### config.mk
export PLATFORM = sky130hd
export DESIGN_NAME = fetch_buffer
export DESIGN_NICKNAME = d
export VERILOG_FILES = /design/src/rtl/pipe_pkg.sv /design/src/rtl/fetch_fifo.sv /design/src/rtl/fetch_buffer.sv
export SDC_FILE = /design/constraint.sdc
export NUM_CORES = 1
export LEC_CHECK = 0
export CAP_MARGIN = 20
export CORE_MARGIN = 3
export CORE_UTILIZATION = 53
export DETAILED_ROUTE_END_ITERATION = 7
export GPL_ROUTABILITY_DRIVEN = 0
export PLACE_DENSITY = 0.89
export SKIP_LAST_GASP = 1
export SLEW_MARGIN = 20
export SYNTH_ARGS = -nofsm -noshare
export SYNTH_HDL_FRONTEND = slang
export SYNTH_HIERARCHICAL = 1
export SYNTH_SLANG_ARGS = --single-unit
### constraint.sdc
create_clock -name i_Clk -period 10.2 [get_ports i_Clk]
set_clock_uncertainty 0.05 [all_clocks]
set_input_delay 2.04 -clock i_Clk [delete_from_list [all_inputs] [get_ports i_Clk]]
set_output_delay 2.04 -clock i_Clk [all_outputs]
set_load 0.05 [all_outputs]
### src/rtl/pipe_pkg.sv
// Shared pipeline definitions for the instruction fetch path.
//   NOP            : instruction presented to decode when nothing is queued
//   DEFAULT_DEPTH  : default number of instruction queue entries
//   fetch_state_t  : fetch handshake states (IDLE / WAIT_RESP / DROP)
//   fetch_entry_t  : one queued fetch result {pc, instr}
package pipe_pkg;

    localparam logic [31:0] NOP           = 32'h0000_0013;
    localparam int          DEFAULT_DEPTH = 2;

    typedef enum logic [1:0] {
        IDLE      = 2'd0,
        WAIT_RESP = 2'd1,
        DROP      = 2'd2
    } fetch_state_t;

    typedef struct packed {
        logic [31:0] pc;
        logic [31:0] instr;
    } fetch_entry_t;

endpackage

### src/rtl/fetch_fifo.sv
// Instruction queue storage for the fetch buffer.
//   i_Clk, i_Reset : clock, asynchronous active-low reset
//   push/push_data : write one {pc, instr} entry (ignored while full)
//   pop            : drop the head entry (ignored while empty)
//   flush          : clear pointers and count; wins over push and pop
//   head_data      : registered head entry (undefined while empty)
//   full/empty/count : occupancy
module fetch_fifo
    import pipe_pkg::*;
#(
    parameter  int DEPTH = DEFAULT_DEPTH,
    localparam int PTR_W = (DEPTH > 1) ? $clog2(DEPTH) : 1,
    localparam int CNT_W = $clog2(DEPTH + 1)
) (
    input  logic             i_Clk,
    input  logic             i_Reset,
    input  logic             push,
    input  fetch_entry_t     push_data,
    input  logic             pop,
    input  logic             flush,
    output fetch_entry_t     head_data,
    output logic             full,
    output logic             empty,
    output logic [CNT_W-1:0] count
);

    fetch_entry_t     mem [DEPTH];
    logic [PTR_W-1:0] wr_ptr;
    logic [PTR_W-1:0] rd_ptr;
    logic             do_push;
    logic             do_pop;

    function automatic logic [PTR_W-1:0] ptr_inc(input logic [PTR_W-1:0] p);
        return (p == PTR_W'(DEPTH - 1)) ? '0 : p + PTR_W'(1);
    endfunction

    assign full    = (count == CNT_W'(DEPTH));
    assign empty   = (count == '0);
    assign do_push = push & ~full;
    assign do_pop  = pop & ~empty;

    // NOTE: sequential state is updated only with non-blocking assignments.
    always_ff @(posedge i_Clk or negedge i_Reset) begin
        if (!i_Reset) begin
            wr_ptr <= '0;
            rd_ptr <= '0;
            count  <= '0;
        end else if (flush) begin
            wr_ptr <= '0;
            rd_ptr <= '0;
            count  <= '0;
        end else begin
            if (do_push) wr_ptr <= ptr_inc(wr_ptr);
            if (do_pop)  rd_ptr <= ptr_inc(rd_ptr);
            case ({do_push, do_pop})
                2'b10:   count <= count + CNT_W'(1);
                2'b01:   count <= count - CNT_W'(1);
                default: ;
            endcase
        end
    end

    // NOTE: the storage array has no reset; its contents only become visible
    // once count says they were written, and the top masks the head while empty.
    always_ff @(posedge i_Clk) begin
        if (do_push && !flush) mem[wr_ptr] <= push_data;
    end

    assign head_data = mem[rd_ptr];

endmodule

### src/rtl/fetch_buffer.sv
// Fetch buffer: issues one instruction-memory request at a time, queues the
// returned words with their PCs and hands them to decode.
//   i_Clk, i_Reset                    : clock, asynchronous active-low reset
//   i_PCF, o_StallF                   : fetch PC in; PC register hold out
//   i_FlushF                          : redirect, discards queued and in-flight fetches
//   o_MemReq/o_MemAddr/i_MemReady     : request handshake
//   i_MemRValid/i_MemRData            : read response
//   i_StallD                          : decode not ready
//   o_InstrValid/o_InstrD/o_PCD       : queue head to decode
module fetch_buffer
    import pipe_pkg::*;
#(
    parameter int DEPTH = DEFAULT_DEPTH
) (
    input  logic        i_Clk,
    input  logic        i_Reset,
    input  logic [31:0] i_PCF,
    input  logic        i_FlushF,
    output logic        o_StallF,
    output logic        o_MemReq,
    output logic [31:0] o_MemAddr,
    input  logic        i_MemReady,
    input  logic        i_MemRValid,
    input  logic [31:0] i_MemRData,
    input  logic        i_StallD,
    output logic        o_InstrValid,
    output logic [31:0] o_InstrD,
    output logic [31:0] o_PCD
);

    localparam int CNT_W = $clog2(DEPTH + 1);

    fetch_state_t     state;
    fetch_state_t     next_state;
    logic [31:0]      req_pc;
    logic             mem_req;
    logic             accept;
    logic             push;
    logic             pop;
    logic             full;
    logic             empty;
    logic [CNT_W-1:0] count;
    fetch_entry_t     head;

    // NOTE: every output of this block gets a default first, so no path can
    // leave a signal unassigned and infer a latch.
    always_comb begin
        next_state = state;
        mem_req    = 1'b0;
        push       = 1'b0;
        unique case (state)
            IDLE: begin
                // Issuing only below DEPTH reserves a slot for the response.
                // Gating with reset keeps the request quiet while reset is held.
                mem_req = i_Reset && !i_FlushF && (count < CNT_W'(DEPTH));
                if (mem_req && i_MemReady) next_state = WAIT_RESP;
            end
            WAIT_RESP: begin
                if (i_FlushF) begin
                    // A response arriving with the flush is simply dropped.
                    next_state = i_MemRValid ? IDLE : DROP;
                end else if (i_MemRValid) begin
                    push       = 1'b1;
                    next_state = IDLE;
                end
            end
            DROP: begin
                // Swallow the orphaned response; a new flush just keeps waiting.
                if (i_MemRValid) next_state = IDLE;
            end
            default: next_state = IDLE;
        endcase
    end

    always_ff @(posedge i_Clk or negedge i_Reset) begin
        if (!i_Reset) begin
            state  <= IDLE;
            req_pc <= '0;
        end else begin
            state <= next_state;
            if (accept) req_pc <= i_PCF;
        end
    end

    assign accept    = mem_req & i_MemReady;
    assign o_MemReq  = mem_req;
    assign o_MemAddr = i_PCF;
    assign o_StallF  = ~accept;
    assign pop       = ~empty & ~i_StallD;

    fetch_fifo #(.DEPTH(DEPTH)) u_fifo (
        .i_Clk     (i_Clk),
        .i_Reset   (i_Reset),
        .push      (push),
        .push_data (fetch_entry_t'{pc: req_pc, instr: i_MemRData}),
        .pop       (pop),
        .flush     (i_FlushF),
        .head_data (head),
        .full      (full),
        .empty     (empty),
        .count     (count)
    );

    assign o_InstrValid = ~empty;
    assign o_InstrD     = empty ? NOP : head.instr;
    assign o_PCD        = empty ? 32'h0 : head.pc;

    // A response always has a reserved slot, so a push can never meet a full queue.
    always_ff @(posedge i_Clk) begin
        if (i_Reset && push) assert (!full);
    end

endmodule

closeup.png
Window x 80 to 100, y 80 to 100 µm. Cells in grey, sequential cells in the stronger grey; small squares are vias.
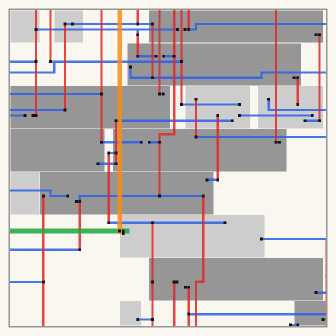
red -> M2
blue -> M1
green -> M3
orange -> M4
most frequent = edfxtp_1 (7), mux2_2 (2)
sequential cells in the window = 7
cells with their middle in the window = 13
netlist names of flops here include = `u_fifo/mem` (7)

sizing.png
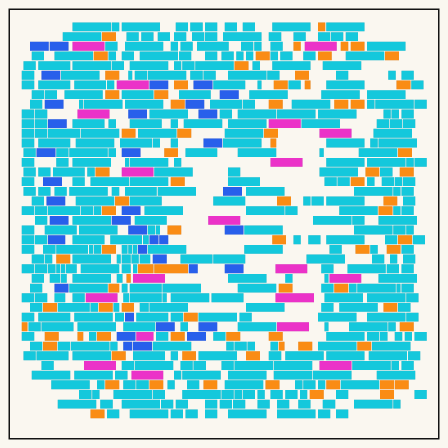
blue -> x3 and x4  # cells 37, share 6.5%, most used mux2_4
magenta -> x6 and larger  # cells 19, share 3.4%, most used clkbuf_16
orange -> x2  # cells 81, share 14%, most used mux2_2
cyan -> x1 and smaller  # cells 428, share 76%, most used clkdlybuf4s50_1

pinout.png
The bar under the picture is 20 µm long. Pins as bars across the die edge, other pins in grey.
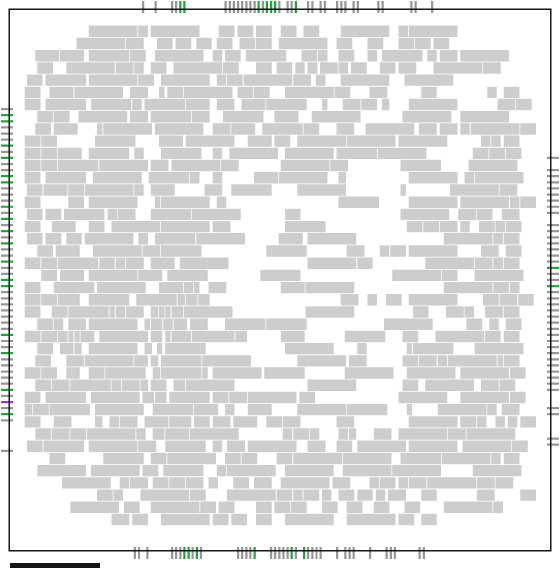
purple -> `i_Reset`  # pins 1, direction input, edge left
green -> `o_MemAddr`  # pins 32, direction output, edge 17 left, 7 top, 6 bottom, 2 right
all pins by edge = 53 left, 41 right, 38 bottom, 37 top

==> flow_summary.toml <==
# flow metrics
[run_status]
status = "complete, no violations"

[power_and_ir_drop]
internal-power_mw = 1.21
power_switching_mw = 0.331
power.group.top = "sequential cells"

[global_routing]
met2_usage_pct = 32.8
grt_overflow_total = 0
grt_pass1_vias = 4118
met3_usage_pct = 6.03
gr-max-usage-layer = "met2"

[worst_hold_path]
hold_path_class = "flop to flop"

[setup_path]
slowest_stage = "clkdlybuf4s50_1"
worstPathMaxFanout = 34
worst-path-stages = 4
cp.required_ns = 8.11
path_common_cell = "clkdlybuf4s50_1"

[synth]
yosys_area_um2 = 6930
syn_avg_cell_area_um2 = 16.9
simple_gate_share_pct = 7.40
yosys_warnings = 6
top_cell = "edfxtp_1"
topCellsByArea = "edfxtp_1 (55%), dfrtp_1 (14%), mux2_2 (11%)"
synthAdderAreaFrac_pct = 0
synthArstFlopShare_pct = 22.9
synth-main-ff-cell = "edfxtp_1"

[clock_tree]
clock_sinks = 166
clock_path_buffers = 2

[route]
wl_met2_um = 6990
wl_per_cell_um = 18.2
drtIter0Drc = 237
via_per_inst = 5.17
wl_met3_um = 825

[sta]
rsz0062_at_grt = "false"
tns_ns = 0
worstMarginPinSlew_ns = 0.905
setup_viol = 0

[die]
io_pins = 169
taps = 172
fp.coreArea_um2 = 12700
die_area_um2 = 14500

[place]
placed_cell_area_um2 = 8540
dp_cells = 705

[finish]
n_all_buffers = 174
lay_top_count = "clkdlybuf4s50_1"
num-nonclk-inverters = 4
top_register = "u_fifo/mem"
nonClkBufAreaFrac_pct = 19.0
top_regs = "u_fifo/mem: 128 flops, req_pc: 32 flops"
final_nets = 622
drive_gt1_share_pct = 24.2
placed.png
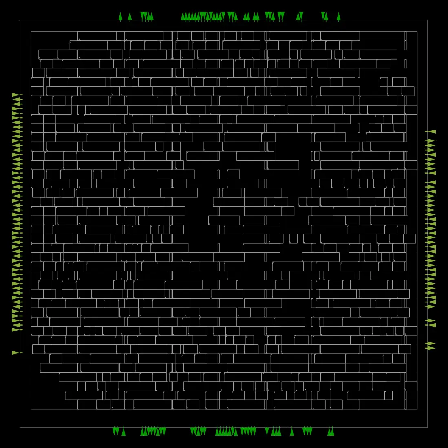
final core utilization: 71.2%
Final Non-Filler Cells: 737
Site Rows: 41
Seq area share: 52.9%

util_map.png
The die is cut into 12 by 12 equal tiles; white is low, dark blue is high, 0 to 100% covered.
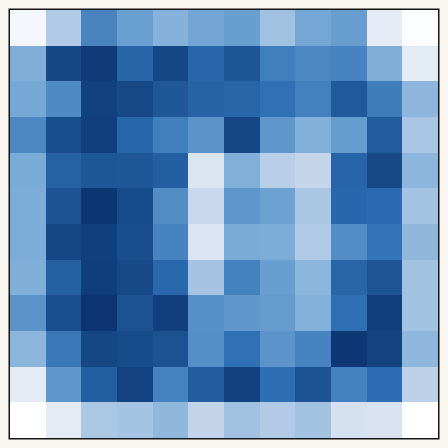
tiles over 75% full = 37%
nearly empty tiles = 2.1%
densest ninth of the die = left middle
fullest tile = 98%
mean over tiles = 61%

